**config.mk**
```make
export PLATFORM = sky130hd
export DESIGN_NAME = uart_core
export DESIGN_NICKNAME = d
export VERILOG_FILES = /design/src/rtl/uart_pkg.sv /design/src/rtl/uart_fifo.sv /design/src/rtl/uart_core.sv
export SDC_FILE = /design/constraint.sdc
export NUM_CORES = 1
export LEC_CHECK = 0
export CELL_PAD_IN_SITES_DETAIL_PLACEMENT = 1
export CELL_PAD_IN_SITES_GLOBAL_PLACEMENT = 1
export CORE_MARGIN = 2
export CORE_UTILIZATION = 30
export DETAILED_ROUTE_END_ITERATION = 16
export PLACE_DENSITY_LB_ADDON = 0.3
export RECOVER_POWER = 50
export SLEW_MARGIN = 20
export SYNTH_ARGS = -nofsm -noshare
export SYNTH_HDL_FRONTEND = slang
export SYNTH_HIERARCHICAL = 1
export SYNTH_SLANG_ARGS = --single-unit
```
**constraint.sdc**
```tcl
create_clock -name clk -period 4.2 [get_ports clk]
set_input_delay 0.42 -clock clk [delete_from_list [all_inputs] [get_ports clk]]
set_output_delay 0.42 -clock clk [all_outputs]
set_load 0.03 [all_outputs]
```
**src/rtl/uart_pkg.sv**
```systemverilog
// Shared types and helpers for the UART core: one-hot FSM encodings,
// frame length and parity computation.
package uart_pkg;

  typedef enum logic [4:0] {
    TX_IDLE   = 5'b00001,
    TX_START  = 5'b00010,
    TX_DATA   = 5'b00100,
    TX_PARITY = 5'b01000,
    TX_STOP   = 5'b10000
  } tx_state_t;

  typedef enum logic [5:0] {
    RX_IDLE      = 6'b000001,
    RX_START     = 6'b000010,
    RX_DATA      = 6'b000100,
    RX_PARITY    = 6'b001000,
    RX_STOP      = 6'b010000,
    RX_WAIT_HIGH = 6'b100000
  } rx_state_t;

  function automatic int frame_bits(input int data_bits, input int parity_en,
                                    input int stop_bits);
    return 1 + data_bits + parity_en + stop_bits;
  endfunction

  // XOR of the low data_bits bits, inverted for odd parity.
  function automatic logic parity_of(input logic [7:0] data, input int data_bits,
                                     input logic odd);
    logic p;
    p = odd;
    for (int i = 0; i < 8; i++) begin
      if (i < data_bits) p ^= data[i];
    end
    return p;
  endfunction

endpackage

```
**src/rtl/uart_fifo.sv**
```systemverilog
// Synchronous FIFO used as the UART receive buffer. A push into a full FIFO
// is accepted only when a pop frees a slot in the same cycle.
module uart_fifo #(
  parameter int WIDTH = 8,
  parameter int DEPTH = 4,
  localparam int AW = $clog2(DEPTH),
  localparam int LW = AW + 1
) (
  input  logic             clk,
  input  logic             rst,
  input  logic             push,
  input  logic             pop,
  input  logic [WIDTH-1:0] din,
  output logic [WIDTH-1:0] dout,
  output logic             full,
  output logic             empty,
  output logic [LW-1:0]    level
);

  logic [WIDTH-1:0] mem [DEPTH];
  logic [AW-1:0]    wr_ptr, rd_ptr;
  logic [LW-1:0]    count;
  logic             do_push, do_pop;

  assign empty   = (count == '0);
  assign full    = (count == LW'(DEPTH));
  assign do_pop  = pop & ~empty;
  assign do_push = push & (~full | do_pop);
  assign level   = count;
  assign dout    = empty ? '0 : mem[rd_ptr];

  // NOTE: storage has no reset; the count gates every read, so stale words
  // are never visible and the array can map onto plain registers or RAM.
  always_ff @(posedge clk) begin
    if (do_push) mem[wr_ptr] <= din;
  end

  // NOTE: sequential state uses non-blocking assignments so every flop
  // samples pre-edge values regardless of statement order.
  always_ff @(posedge clk) begin
    if (rst) begin
      wr_ptr <= '0;
      rd_ptr <= '0;
      count  <= '0;
    end else begin
      if (do_push) wr_ptr <= wr_ptr + 1'b1;
      if (do_pop)  rd_ptr <= rd_ptr + 1'b1;
      case ({do_push, do_pop})
        2'b10:   count <= count + 1'b1;
        2'b01:   count <= count - 1'b1;
        default: count <= count;
      endcase
    end
  end

endmodule

```
**src/rtl/uart_core.sv**
```systemverilog
// Full-duplex UART: TX serializer and RX deserializer with independent bit
// timers, configurable framing, receive FIFO and sticky error flags.
module uart_core
  import uart_pkg::*;
#(
  parameter int CLK_DIV       = 434,
  parameter int DATA_BITS     = 8,
  parameter int PARITY_EN     = 0,
  parameter int PARITY_ODD    = 0,
  parameter int STOP_BITS     = 1,
  parameter int RX_FIFO_DEPTH = 4
) (
  input  logic                             clk,
  input  logic                             rst,
  input  logic [7:0]                       tx_data,
  input  logic                             tx_valid,
  output logic                             tx_ready,
  output logic                             tx,
  input  logic                             rx,
  output logic [7:0]                       rx_data,
  output logic                             rx_valid,
  input  logic                             rx_ready,
  output logic [$clog2(RX_FIFO_DEPTH):0]   rx_level,
  output logic                             err_frame,
  output logic                             err_parity,
  output logic                             err_overrun,
  input  logic                             err_clear
);

  localparam int CNT_W      = $clog2(CLK_DIV);
  localparam int FRAME_BITS = frame_bits(DATA_BITS, PARITY_EN, STOP_BITS);
  localparam int IDX_W      = $clog2(FRAME_BITS);
  localparam logic [CNT_W-1:0] BIT_LAST  = CNT_W'(CLK_DIV - 1);
  localparam logic [CNT_W-1:0] HALF_LAST = CNT_W'(CLK_DIV / 2 - 1);
  localparam logic [IDX_W-1:0] DATA_LAST = IDX_W'(DATA_BITS - 1);
  localparam logic [IDX_W-1:0] STOP_LAST = IDX_W'(STOP_BITS - 1);
  localparam logic             ODD       = (PARITY_ODD != 0);

  // ---------------- transmitter ----------------
  tx_state_t            tx_state, tx_state_n;
  logic [CNT_W-1:0]     tx_cnt;
  logic [IDX_W-1:0]     tx_idx;
  logic [DATA_BITS-1:0] tx_shift;
  logic                 tx_par;
  logic                 tx_bit_end;

  assign tx_bit_end = (tx_cnt == BIT_LAST);
  assign tx_ready   = (tx_state == TX_IDLE);

  // NOTE: every always_comb output gets a default first, so no path through
  // the case can leave it unassigned and infer a latch.
  always_comb begin
    tx_state_n = tx_state;
    tx         = 1'b1;
    unique case (tx_state)
      TX_IDLE:   if (tx_valid) tx_state_n = TX_START;
      TX_START: begin
        tx = 1'b0;
        if (tx_bit_end) tx_state_n = TX_DATA;
      end
      TX_DATA: begin
        tx = tx_shift[0];
        if (tx_bit_end && tx_idx == DATA_LAST)
          tx_state_n = (PARITY_EN != 0) ? TX_PARITY : TX_STOP;
      end
      TX_PARITY: begin
        tx = tx_par;
        if (tx_bit_end) tx_state_n = TX_STOP;
      end
      TX_STOP:   if (tx_bit_end && tx_idx == STOP_LAST) tx_state_n = TX_IDLE;
      default:   tx_state_n = TX_IDLE;
    endcase
  end

  always_ff @(posedge clk) begin
    if (rst) begin
      tx_state <= TX_IDLE;
      tx_cnt   <= '0;
      tx_idx   <= '0;
      tx_shift <= '0;
      tx_par   <= 1'b0;
    end else begin
      tx_state <= tx_state_n;
      if (tx_state == TX_IDLE) begin
        tx_cnt <= '0;
        tx_idx <= '0;
        if (tx_valid) begin
          tx_shift <= tx_data[DATA_BITS-1:0];
          tx_par   <= parity_of(tx_data, DATA_BITS, ODD);
        end
      end else if (tx_bit_end) begin
        tx_cnt <= '0;
        tx_idx <= (tx_state_n != tx_state) ? '0 : tx_idx + 1'b1;
        if (tx_state == TX_DATA) tx_shift <= tx_shift >> 1;
      end else begin
        tx_cnt <= tx_cnt + 1'b1;
      end
    end
  end

  // ---------------- receiver ----------------
  logic                 rx_meta, rx_s;
  rx_state_t            rx_state, rx_state_n;
  logic [CNT_W-1:0]     rx_cnt;
  logic [IDX_W-1:0]     rx_idx;
  logic [DATA_BITS-1:0] rx_shift;
  logic                 rx_bit_end, rx_half_end;
  logic                 rx_push, set_frame, set_parity, set_overrun;
  logic                 fifo_pop, fifo_full, fifo_empty;
  logic [DATA_BITS-1:0] fifo_dout;

  // Two-flop synchroniser; idles high so reset never looks like a start bit.
  always_ff @(posedge clk) begin
    if (rst) begin
      rx_meta <= 1'b1;
      rx_s    <= 1'b1;
    end else begin
      rx_meta <= rx;
      rx_s    <= rx_meta;
    end
  end

  assign rx_bit_end  = (rx_cnt == BIT_LAST);
  assign rx_half_end = (rx_cnt == HALF_LAST);

  always_comb begin
    rx_state_n = rx_state;
    rx_push    = 1'b0;
    set_frame  = 1'b0;
    set_parity = 1'b0;
    unique case (rx_state)
      RX_IDLE:  if (!rx_s) rx_state_n = RX_START;
      // Mid-start recheck rejects short low glitches.
      RX_START: if (rx_half_end) rx_state_n = rx_s ? RX_IDLE : RX_DATA;
      RX_DATA:
        if (rx_bit_end && rx_idx == DATA_LAST)
          rx_state_n = (PARITY_EN != 0) ? RX_PARITY : RX_STOP;
      RX_PARITY:
        if (rx_bit_end) begin
          rx_state_n = RX_STOP;
          set_parity = (rx_s != parity_of(8'(rx_shift), DATA_BITS, ODD));
        end
      RX_STOP:
        if (rx_bit_end) begin
          if (rx_s) begin
            rx_push    = 1'b1;
            rx_state_n = RX_IDLE;
          end else begin
            set_frame  = 1'b1;
            rx_state_n = RX_WAIT_HIGH;
          end
        end
      RX_WAIT_HIGH: if (rx_s) rx_state_n = RX_IDLE;
      default:      rx_state_n = RX_IDLE;
    endcase
  end

  always_ff @(posedge clk) begin
    if (rst) begin
      rx_state <= RX_IDLE;
      rx_cnt   <= '0;
      rx_idx   <= '0;
      rx_shift <= '0;
    end else begin
      rx_state <= rx_state_n;
      if (rx_state_n != rx_state || rx_bit_end ||
          rx_state == RX_IDLE || rx_state == RX_WAIT_HIGH)
        rx_cnt <= '0;
      else
        rx_cnt <= rx_cnt + 1'b1;
      if (rx_state != RX_DATA)
        rx_idx <= '0;
      else if (rx_bit_end)
        rx_idx <= rx_idx + 1'b1;
      if (rx_state == RX_DATA && rx_bit_end)
        rx_shift <= {rx_s, rx_shift[DATA_BITS-1:1]};
    end
  end

  assign rx_valid    = ~fifo_empty;
  assign fifo_pop    = rx_valid & rx_ready;
  assign set_overrun = rx_push & fifo_full & ~fifo_pop;
  assign rx_data     = 8'(fifo_dout);

  uart_fifo #(
    .WIDTH (DATA_BITS),
    .DEPTH (RX_FIFO_DEPTH)
  ) u_rx_fifo (
    .clk   (clk),
    .rst   (rst),
    .push  (rx_push),
    .pop   (fifo_pop),
    .din   (rx_shift),
    .dout  (fifo_dout),
    .full  (fifo_full),
    .empty (fifo_empty),
    .level (rx_level)
  );

  // Sticky flags: a set in the same cycle as err_clear wins.
  always_ff @(posedge clk) begin
    if (rst) begin
      err_frame   <= 1'b0;
      err_parity  <= 1'b0;
      err_overrun <= 1'b0;
    end else begin
      err_frame   <= set_frame   | (err_frame   & ~err_clear);
      err_parity  <= set_parity  | (err_parity  & ~err_clear);
      err_overrun <= set_overrun | (err_overrun & ~err_clear);
    end
  end

endmodule

```
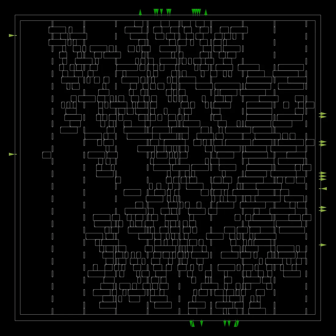
Run 1: cell outlines without signal wires
Std-Cell Rows: 47
Core Region: 0.0164 mm^2

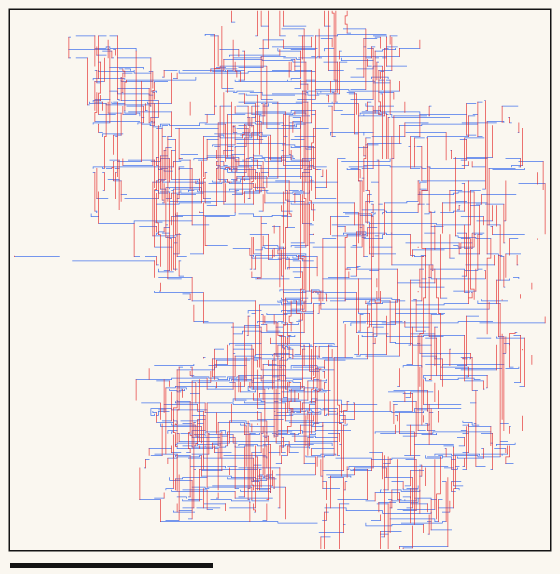
Run 1: signal wires by layer
Bar = 50 um. Two of the layers only.
red -> metal 2  # wire length 5520 um
blue -> metal 1  # wire length 5250 um
gr usage total: 13.3%
total wire length: 11.2 mm
Vias: 3617
WL per Instance: 15.5 um

==> Changelog: implementation, run 1 <==
### Implementation results

* Synthesis-to-finish area growth at 14.4%
* Clk sinks at 100
* Effective utilization at floorplan at approximately 30%
* Combinational gate area at approximately 0.0024 mm^2
* Register share after synthesis at a little under half
* Mux share at around 7.5%
* Drt via density at between 4 and 5
* Failing checks: capacitance limit, slew limit
* Number of logged tool warnings at 33
* Starting DRC count in detailed routing at 149
* GR Util met2 at roughly 22%
* Instance count on the critical path at 5
* Critical path data required time at approximately 4400 ps
* CTS tree: done
* Dominant combinational family: simple AND/OR/NAND/NOR gates
* Clk pin slew, worst setup/hold paths at 70 ps
* Chip Area, Yosys at between 0.004 and 0.005 mm^2
* Io pins at 31
* H-tree levels at 3
* Final setup fails at 0
* Reg2reg path depth at 5
* First-pass GRT wire length at around 19 mm
* Pwr Total at around 2.0 mW
* Nets at 530
* Die width at between 100 and 150 um
* Post-CTS setup buffer count at 0
* Filler cells at 1814
* Post-synthesis cell count at just under 500
* CTS root buffer: clkbuf_16
* Die height at 133 um
* GR peak layer: met2
* Grt ovf at 0
* Setup TNS at 0 ps
* Final period util at about three quarters
* Worst hold path depth at 1
* Post_cts resized at 0
* Arr. time, crit path at approximately 3400 ps
* DRC violations left at 0
* Hold Vio Cnt, Final at 0
* Number of enable flip-flop cells at 32
* # Cells Yosys at 482
* Antenna violations before repair at 0
* Delay-heaviest family, CP: AND-OR/OR-AND gates
* Max incr delay on CP at ~1300 ps
* Xor/xnor share of the synthesized area at roughly 6.7%
* Post-route antenna net violation count at 0
* Slew Limit Fails at 16
* Startpoint types: flip-flop
* Hold Buf Count CTS at 0
* Clock buffer depth at 2
* Buffers on Ports at 30
* Min cycle time layout at ~3200 ps
* Share of cells above drive strength 1 at 7.69%
* Floorplan Nets at between 500 and 600
* Hpwl dp at slightly above 8 mm
* VDD IR max at ~200 uV
* MaxCap Viol Count at 1
* Reg area at approximately 0.0023 mm^2
* Cell Type Count at 75
* Crit-path slowest cell: o21ai_0
* Synthesized area at approximately 0.0050 mm^2
* Crit-path cells: or4b_1, or2_0, o21ai_0, nor2_1, a211oi_1
* Grt met1 use at between 10% and 20%
* Ant diodes at 0
* Power density over the cells at roughly 350 mW/mm^2
* Vias in the first global route at roughly 3800
* Chip area at 0.0177 mm^2
* Adder Area Share at under 10%
* RSZ-0062 raised after global routing: no
* Worst Hold Class: flip-flop to flip-flop
* CP endpoint kind: flip-flop
* Basic Gates by Area at a little under a fifth
* Fmax at 312 MHz
* Dominant register cell: dfxtp_1
* Post-synth regs at 100
* Gp weighted congestion at roughly 0.79
* Largest net degree at the start of global routing at 29
* CP Class: flip-flop to flip-flop
* Number of buffers created by CTS at 9
* Pre-Repair DR Iteration Count at 5
* CP Max Fanout at 15
* Worst path bufs/invs at 0
* Status: finished, violations left
* Yosys warns at 6
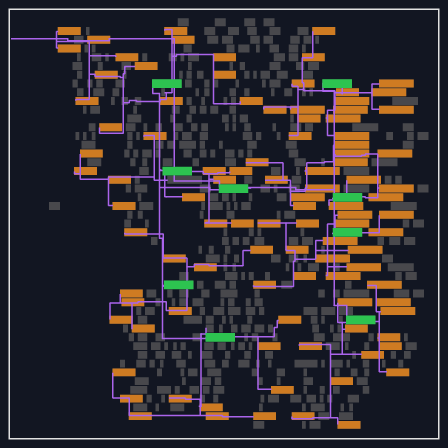
Run 1: clock network drawn from the DEF
orange -> flip-flops  # count 100
purple -> clock wires  # length 1370 um
green -> clock drivers  # count 9
flops lie = widely spread
routed clock nets = 10
clock network power: 0.821 mW
part of the power in the clock network: 41.5%
Clock Latency Late Sink: 350 ps
Fin Clk Skew: 9.53 ps

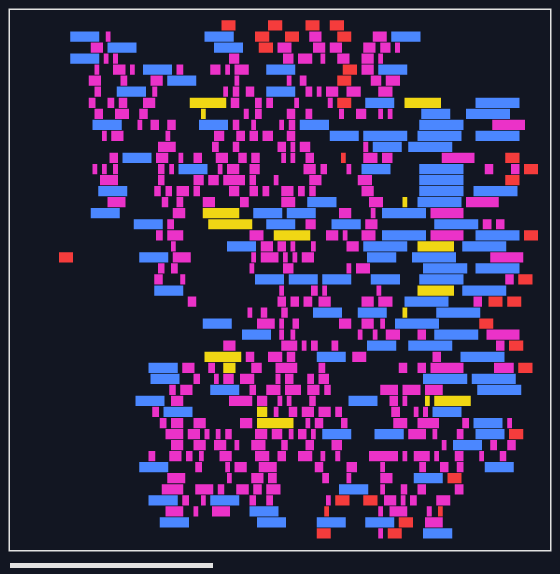
Run 1: placed cells, one color a class
Bar = 50 um.
red -> remaining buffers and delay cells  # cells 32, share of their area 5.5%
magenta -> combinational and other logic  # cells 359, share of their area 46%
blue -> sequential cells  # cells 100, share of their area 43%
yellow -> clock drivers and dummy loads  # cells 16, share of their area 5.3%
Core Util, Final: 34.8%
Design Area, Final: 0.00571 mm^2
fraction of area in registers: 40.7%

==> run 1: final cells by class <==
type | count | share of cell area, %
inverter | 27 | 1.77
multi-input combinational | 332 | 42.4
timing repair buffer | 32 | 5.28
sequential | 100 | 40.7
clock buffer | 12 | 4.14
clock inverter | 4 | 0.876
tap | 220 | 4.82
==> run 1: cell usage in the layout, fill, tap and decap left out, drive strengths merged, types with 18 or more instances in the layout <==
cell type / Yosys / layout
clkdlybuf4s50: 0 / 22
dfxtp: 68 / 68
edfxtp: 32 / 32
inv: 27 / 27
nor2: 54 / 54
nor2b: 18 / 18
nor3: 22 / 22
xnor2: 21 / 21
==> run 1: through the flow <==
| step | worst slack [ps] | instances | hold WS, ps | area (um^2) | utilization (%) |
|---|---|---|---|---|---|
| 3_3_place_gp | 1260 | 711 | 400 | 5450 | 33.2 |
| 2_1_floorplan | 1610 | 482 | 389 | 4990 | - |
| 5_1_grt | 702 | 727 | 444 | 5710 | 34.8 |
| 6_report | 999 | 727 | 417 | 5710 | 34.8 |
| 4_1_cts | 1120 | 727 | 419 | 5740 | 35.0 |
| 3_5_place_dp | 1140 | 711 | 404 | 5450 | 33.2 |
==> run 1: worst reg2reg max path: cells and delay by family, from the launching register on <==
family | cells | cell delay (ps)
flip-flops | 1 | 360
AND/OR/NAND/NOR | 3 | 1140
AND-OR/OR-AND | 2 | 1600
==> run 1: where the power goes <==
group / switching (mW) / internal, mW
Combinational: 0.0756 / 0.0584
Sequential: 0.0183 / 1.01
Clock: 0.359 / 0.462
Total: 0.453 / 1.53
==> run 1: per-layer routing <==
layer,part of all wire [%],wire length (um),vias up
li1,-,-,1770
met1,47,5250,1798
met2,49,5520,33
met3,2.2,248,16
met4,2.0,226,0
met5,0,0,-
==> run 1: registers in the layout, summed over array words and instances (netlist names), 5 cells and up, named ones only <==
name,count
rx_cnt,9
rx_shift,8
rx_state,6
tx_cnt,9
tx_shift,8
tx_state,5
u_rx_fifo/mem,32
==> run 1: synthesized netlist by cell type, drive strengths merged (3+ instances only) <==
library cell | number | area [um^2]
o221ai | 7 | 61.3
a211oi | 10 | 80.1
nor2b | 18 | 120
mux2i | 17 | 170
clkbuf | 11 | 43.8
mux4 | 8 | 180
nand3 | 14 | 70.1
or2 | 4 | 25.0
nand2 | 13 | 48.8
o211ai | 4 | 30.0
ha | 13 | 163
or3 | 7 | 43.8
dfxtp | 68 | 1360
xnor2 | 21 | 184
buf | 12 | 87.6
nand4 | 10 | 62.6
inv | 27 | 101
o21ai | 17 | 96.4
and2 | 5 | 31.3
a21oi | 17 | 96.4
nor4 | 4 | 31.3
edfxtp | 32 | 961
xor2 | 17 | 149
and3 | 5 | 31.3
nor3 | 22 | 115
nor2 | 54 | 203
nor3b | 3 | 27.5
==> run 1: worst paths after layout <==
check / startpoint / to / slack, ps
setup / recovery: tx_cnt[3] / tx_shift[5] / 1000
hold / removal: rx_meta / rx_s / 420
setup reg to reg: tx_cnt[3] / tx_shift[5] / 1000
hold reg to reg: rx_meta / rx_s / 420
==> run 2: changes to the inputs <==
clock period = 2.7 ns   (was 4.2 ns; I/O delays follow)
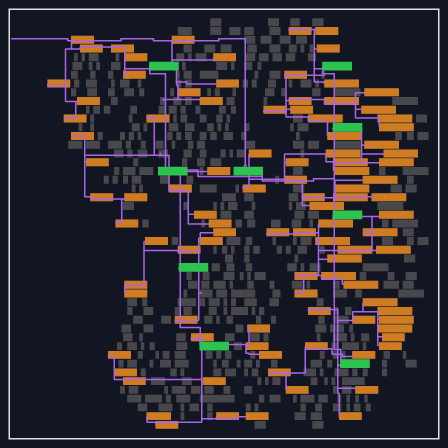
Run 2: clock network drawn from the DEF
orange -> flip-flops  # count 100
purple -> clock wires  # length 1360 um
green -> clock drivers  # count 9
flops lie = widely spread
routed clock nets = 10
part of the power in the clock network: 41.7%
clock network power: 1.30 mW

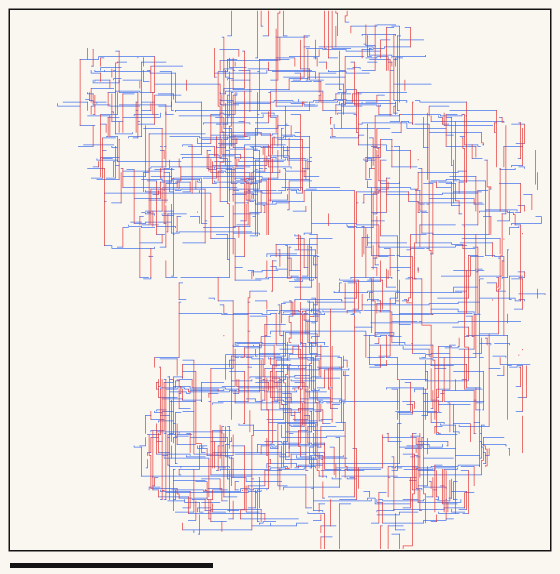
Run 2: signal wires by layer
Bar = 50 um. Two of the layers only.
red -> metal 2  # wire length 5450 um
blue -> metal 1  # wire length 5280 um
gr usage total: 13.5%
WL per Instance: 15.3 um

==> run 2 against run 1 <==
Compared with the run above: the run now ends clean; combinational power up 66%; first-iteration DRC count is 30% higher; final area increased by 2.3%.
==> Changelog: implementation, run 2 <==
### Implementation results

* Status: complete, no violations
* Top cells by count: dfxtp_1, nor2_1, edfxtp_1, inv_1
* Clock Latency Late Sink at 350 ps
* DP Worst Slack at approximately 170 ps
* Vias at approximately 3700
* Io pins at 31
* Synthesis-to-finish area growth at 17.0%
* Number of flip-flops in the largest register at 32
* Number of logged tool warnings at 33
* Startpoint types: flip-flop
* Post-synthesis cell count at 482
* RSZ-0062 raised after global routing: no
* CTS root buffer: clkbuf_16
* Most frequent cells in the layout: dfxtp_1, nor2_1, edfxtp_1
* Worst setup margin at 195 ps
* Top reg by flops: u_rx_fifo/mem
* Fin Clk Skew at ~7.6 ps
* Pre-Repair DR Iteration Count at 4
* Final period util at 92.8%
* Fmax at 399 MHz
* Clock buffer depth at 2
* Starting DRC count in detailed routing at slightly below 200
* Critical path data required time at around 2400 ps
* CTS tree: done
* Synthesized area at between 0.004 and 0.005 mm^2
* Clk sinks at approximately 100
* Top cells by area: dfxtp_1, edfxtp_1, nor2_1
* Hold Buf Count CTS at 0
* Pwr Total at just over 3 mW
* Top-count cell post-synth: dfxtp_1
* H-tree levels at 3
* Area leader share at ~27%
* Worst Hold Class: input pin to flip-flop
* Clk pin slew, worst setup/hold paths at about 70 ps
* Post-synth regs at 100
* Drt via density at a little under 5
* Hold Vio Cnt, Final at 0
* Register share after synthesis at between 40% and 50%
* Commonest Layout Cell: dfxtp_1
* Final setup fails at 0
* Delay-heaviest family, CP: buffers and inverters
* Number of enable flip-flop cells at 32
* Crit-path slowest cell: clkdlybuf4s50_1
* Setup TNS at 0 ps
* Crit-path cells: nor2_1, nand3_1, inv_2, clkdlybuf4s50_1
* Largest area contributor in the netlist: dfxtp_1
* Yosys warns at 6
* # Cells Yosys at 482
* Power density over the cells at 532 mW/mm^2
* Antenna violations before repair at 1
* Number of buffers created by CTS at 9
* Largest net degree at the start of global routing at 33
* Async SR Flop Fraction at 0%
* MaxCap Viol Count at 0
* Cell Type Count at between 70 and 80
* Std-Cell Rows at 47
* Total wire length at roughly 11 mm
* Chip Area, Yosys at approximately 0.005 mm^2
* VDD IR max at 304 uV
* Hold_ws at around 290 ps
* Effective utilization at floorplan at a little under a third
* CP Max Fanout at 10
* Dominant register cell: dfxtp_1
* Nets at between 500 and 600
* Die width at around 130 um
* Cells after DPL at 723
* CP Class: flip-flop to output pin
* Filler cells at about 1800
* Chip area at roughly 0.018 mm^2
* Floorplan Nets at 510
* First-pass GRT wire length at 19.2 mm
* Biggest regs: u_rx_fifo/mem (32), rx_cnt (9), tx_cnt (9)
* Slew Limit Fails at 0
* Core Region at roughly 0.016 mm^2
* Vias in the first global route at 3882
* Die height at between 100 and 150 um
* Buffers on Ports at 30
* Post-route antenna net violation count at 0
* CP endpoint kind: output pin
* Hpwl dp at 8.07 mm
* Gp weighted congestion at between 0.8 and 0.9
* Share of cells above drive strength 1 at 11.4%
* Fin cells at around 740
* Grt ovf at 0
* Min cycle time layout at 2510 ps
* Worst path bufs/invs at 2
* DRC violations left at 0
* Arr. time, crit path at approximately 2200 ps
* Max incr delay on CP at 730 ps
==> run 2: kinds of logic (layout without fill, tap and decap cells) <==
group,count (synthesis),after routing,share of synthesized area [%]
muxes,27,27,7.54
DFF,100,100,46.5
xor gates and xnor gates,38,38,6.67
adders and majority gates,16,16,4.08
buffers and inverters,50,87,4.66
AOI/OAI and AO/OA,77,77,11.5
other,0,1,0
and+or+nand+nor,174,174,19.1
==> run 2: report_power, final <==
| group | switching (mW) | internal [mW] | total (mW) |
|---|---|---|---|
| sequential | 0.0222 | 1.57 | 1.59 |
| combinational | 0.126 | 0.0970 | 0.223 |
| clock | 0.575 | 0.721 | 1.30 |
| total | 0.722 | 2.38 | 3.11 |
==> run 2: path summary, 6_finish.rpt <==
check                    from  slack, ps  cells after the start                  to
setup / recovery  tx_state[2]        190                      4            tx_ready
hold / removal            rst        290                      2         rx_state[4]
setup reg to reg    rx_cnt[0]        210                     12  u_rx_fifo/level[2]
hold reg to reg       rx_meta        410                      1                rx_s
==> run 2: what timing repair did <==
action                     4_1_cts  5_1_grt
buffers inserted                 0        0
gates resized                    0        5
setup endpoints to repair        0        3
==> run 2: worst register-to-register path, cell delays in order (launching register included) <==
cell,delay [ps]
dfxtp_1,360
ha_1,210
and4bb_1,230
nand4_1,120
nor2_2,60
a21boi_2,160
inv_1,60
ha_1,170
inv_1,60
fa_1,370
xor2_1,160
or3_1,310
a21oi_1,150
==> run 2: metrics by stage <==
step | cell area, um^2 | utilization [%]
finish | 5840 | 35.6
global route | 5840 | 35.6
CTS | 5840 | 35.6
detailed placement | 5540 | 33.8
global placement | 5540 | 33.8
floorplan | 4990 | -
==> run 2: final cells by class <==
cell class / count / area (um^2) / share of cell area, %
clock buffer: 10 / 229 / 3.92
sequential: 100 / 2320 / 39.8
inverter: 27 / 101 / 1.74
tap: 220 / 275 / 4.71
multi-input combinational: 332 / 2450 / 42.0
clock inverter: 6 / 63.8 / 1.09
antenna: 1 / 2.50 / 0.0428
timing repair buffer: 44 / 393 / 6.73
==> run 2: routing by layer <==
metal / GRT usage (%) / wire [um]
met5: 0 / 0
met4: 6.21 / 261
met3: 2.49 / 331
met1: 16.6 / 5280
met2: 23.0 / 5450
Run 2, placed cells, one color a class:
Bar = 50 um.
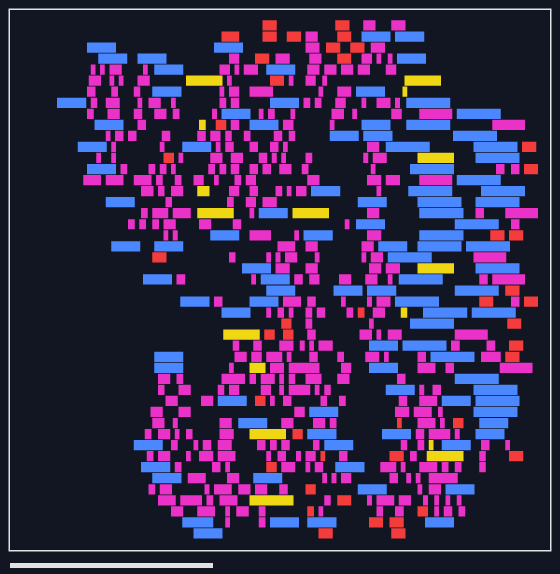

==> run 3: changes to the inputs <==
SYNTH_HIERARCHICAL = not set   (was 1)
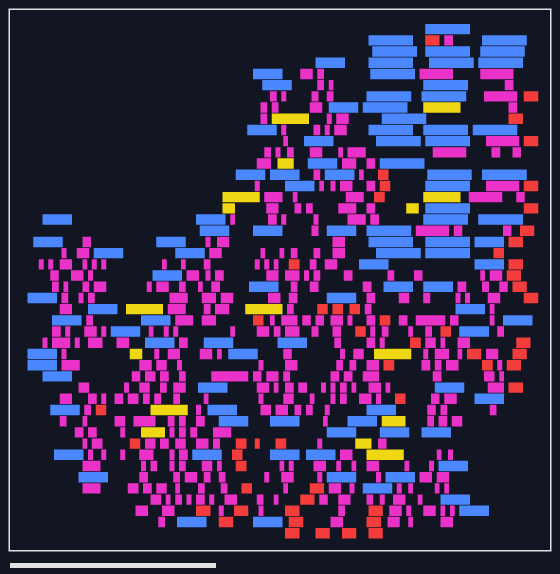
Run 3: placed cells, one color a class
Bar = 50 um.
magenta -> combinational and other logic  # cells 376, share of their area 44%
yellow -> clock drivers and dummy loads  # cells 16, share of their area 5.5%
red -> remaining buffers and delay cells  # cells 54, share of their area 8.6%
blue -> sequential cells  # cells 100, share of their area 42%
Std-Cell Rows: 46
Core Region: 0.0158 mm^2
Core Util, Final: 36.7%
Design Area, Final: 0.00582 mm^2

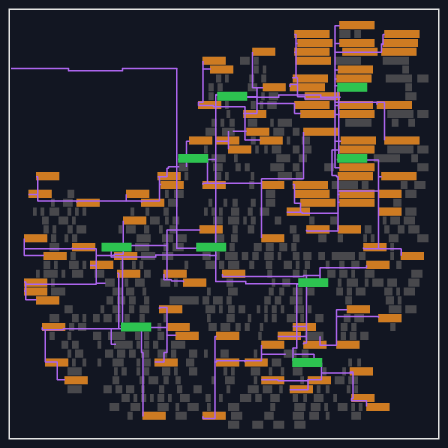
Run 3: clock network drawn from the DEF
purple -> clock wires  # length 1410 um
green -> clock drivers  # count 9
orange -> flip-flops  # count 100
routed clock nets = 10
flops lie = widely spread
Fin Clk Skew: 5.15 ps
Clock Latency Late Sink: 360 ps
part of the power in the clock network: 42.2%

==> run 3 against run 2 <==
Compared with the run above: core utilization up 1.1 points; clock skew down 2.5 ps; combinational power up 4%; non-clock buffer count up 10; die size down 2.8%; critical path depth unchanged; routed wire length down 0.42%; fmax up 0.75%; final area down 0.43%; flip-flop count unchanged; critical path type unchanged; critical endpoint unchanged; largest power group unchanged; highest routed layer unchanged.
==> Changelog: implementation, run 3 <==
### Implementation results

* Status: complete, no violations
* DRC violations left at 0
* First-pass GRT wire length at between 15 and 20 mm
* Largest area contributor in the netlist: dfxtp_1
* Number of flip-flops in the largest register at 32
* Clk pin slew, worst setup/hold paths at 80 ps
* Post-synthesis cell count at 503
* Io pins at 31
* Async SR Flop Fraction at 0%
* Synthesized area at between 0.004 and 0.005 mm^2
* CP Class: flip-flop to output pin
* Register share after synthesis at between 40% and 50%
* Chip area at approximately 0.017 mm^2
* Drt via density at a little under 5
* # Cells Yosys at 503
* WL per Instance at approximately 15 um
* Hpwl dp at between 8 and 9 mm
* Top reg by flops: u_rx_fifo.mem
* Setup TNS at 0 ps
* Rel. slew slack at 33.6%
* Ant diodes at 0
* GR Layer Usage met3 at 2.82%
* CTS tree: done
* Top-count cell post-synth: dfxtp_1
* Buffers on Ports at 30
* Post-synth regs at 100
* H-tree levels at 3
* Clock buffer depth at 2
* CP endpoint kind: output pin
* Vias at 3760
* Post_cts resized at 0
* Hold Vio Cnt, Final at 0
* Filler cells at 1807
* Antenna violations before repair at 0
* CP Max Fanout at 10
* Nets at around 570
* Average size of a mapped cell at roughly 9.6 um^2
* GR peak layer: met2
* Cell Type Count at about 65
* Share of cells above drive strength 1 at 10.4%
* Starting DRC count in detailed routing at 175
* Hold_ws at 421 ps
* Worst Hold Class: flip-flop to flip-flop
* Hold Buf Count CTS at 0
* Chip Area, Yosys at slightly below 0.005 mm^2
* Total wire length at roughly 11 mm
* Final period util at approximately 92%
* Post-route antenna net violation count at 0
* Clk sinks at ~100
* Gp weighted congestion at between 0.8 and 0.9
* Top cells by count: dfxtp_1, nor2_1, nand2_1, edfxtp_1
* Min cycle time layout at approximately 2500 ps
* Post-CTS setup buffer count at 0
* Biggest regs: u_rx_fifo.mem (32), rx_cnt (9), tx_cnt (9)
* Yosys warns at 0
* Dominant register cell: dfxtp_1
* CTS root buffer: clkbuf_16
* Final setup fails at 0
* Vias in the first global route at between 3000 and 4000
* Slew Limit Fails at 0
* MaxCap Viol Count at 0
* Static Leak at between 1.5 and 2 nW
* GR Util met2 at between 20% and 30%
* Transition time of the tightest slew-check pin at about 1000 ps
* Critical path data required time at 2430 ps
* Fmax at between 400 and 500 MHz
* Gr usage total at ~14%
* VDD IR max at between 200 and 300 uV
* Area leader share at ~28%
* Arr. time, crit path at around 2200 ps
* Grt met1 use at between 15 and 20%
* Most frequent cells in the layout: dfxtp_1, nor2_1, nand2_1
* Startpoint types: flip-flop
* Effective utilization at floorplan at approximately 30%
* Number of buffers created by CTS at 9
* Top cells by area: dfxtp_1, edfxtp_1, xnor2_1
* Pre-Repair DR Iteration Count at 4
* Largest net degree at the start of global routing at 23
* Grt ovf at 0
* Die width at around 130 um
* Number of logged tool warnings at 33
* Synthesis-to-finish area growth at 19.9%
* Floorplan Nets at roughly 530
* Number of enable flip-flop cells at 32
* Power density over the cells at 542 mW/mm^2
* Commonest Layout Cell: dfxtp_1
* Die height at 131 um
* RSZ-0062 raised after global routing: no
==> run 3: cell types whose count changed after synthesis, sizes merged, moves of 10 or more <==
cell	previous run	this run
a21oi	17	28
and2	5	15
clkbuf	11	22
inv	27	17
mux2i	17	3
nand2	13	49
nand3	14	30
nor2b	18	5
nor3	22	7
==> run 3: kinds of logic (layout without fill, tap and decap cells) <==
logic type               Yosys count  count (layout)  share of synthesized area [%]
AND-OR/OR-AND                     82              82                           11.5
flip-flops                       100             100                           47.9
multiplexers                      12              12                           4.57
AND/OR/NAND/NOR                  210             210                           21.4
buffers and inverters             45              88                           3.69
adder cells (fa/ha/maj)           13              13                           3.51
XOR/XNOR                          41              41                           7.41
==> run 3: final cells by class <==
type	count	area, um^2	area share (%)
Clock buffer	9	225	3.87
Timing Repair Buffer	54	477	8.20
Multi-Input combinational cell	358	2370	40.8
Tap cell	216	270	4.65
Inverter	18	67.6	1.16
Clock inverter	7	81.3	1.40
Sequential cell	100	2320	39.9
==> run 3: worst max-delay path, stage by stage (launching register included) <==
cell             delay, ps
dfxtp_1                430
nor4_2                 390
nand2_1                140
clkinv_1               190
clkdlybuf4s50_1        700
==> run 3: per-stage QoR <==
stage | cells | worst slack (ps) | power (mW) | area [um^2]
6_report | 762 | 213 | 3.15 | 5820
5_1_grt | 762 | 13.4 | 3.27 | 5820
4_1_cts | 762 | 44.4 | 3.20 | 5790
3_5_place_dp | 746 | 60.2 | 1.86 | 5490
3_3_place_gp | 746 | 223 | 1.85 | 5490
2_1_floorplan | 503 | 57.7 | 1.77 | 4850
==> run 3: report_power, final <==
part           leakage [nW]  internal, mW  switching [mW]
Sequential            0.847          1.56          0.0252
Clock                 0.150         0.663           0.669
Combinational         0.984         0.102           0.130
Total                  1.98          2.33           0.825
==> run 3: path summary, 6_finish.rpt <==
check / startpoint / end / slack [ps] / depth (start not counted)
worst min-delay path: rx_meta / rx_s / 420 / 1
worst min register to register: rx_meta / rx_s / 420 / 1
worst max-delay path: tx_state[2] / tx_ready / 210 / 4
worst max register to register: rx_cnt[0] / u_rx_fifo.level[1] / 230 / 9
==> run 3: layer usage <==
layer | wire (um) | up-vias
met2 | 5430 | 43
met5 | 0 | -
met3 | 295 | 15
met4 | 195 | 0
li1 | - | 1871
met1 | 5340 | 1831
Power is estimated from default activity; no workload was simulated.
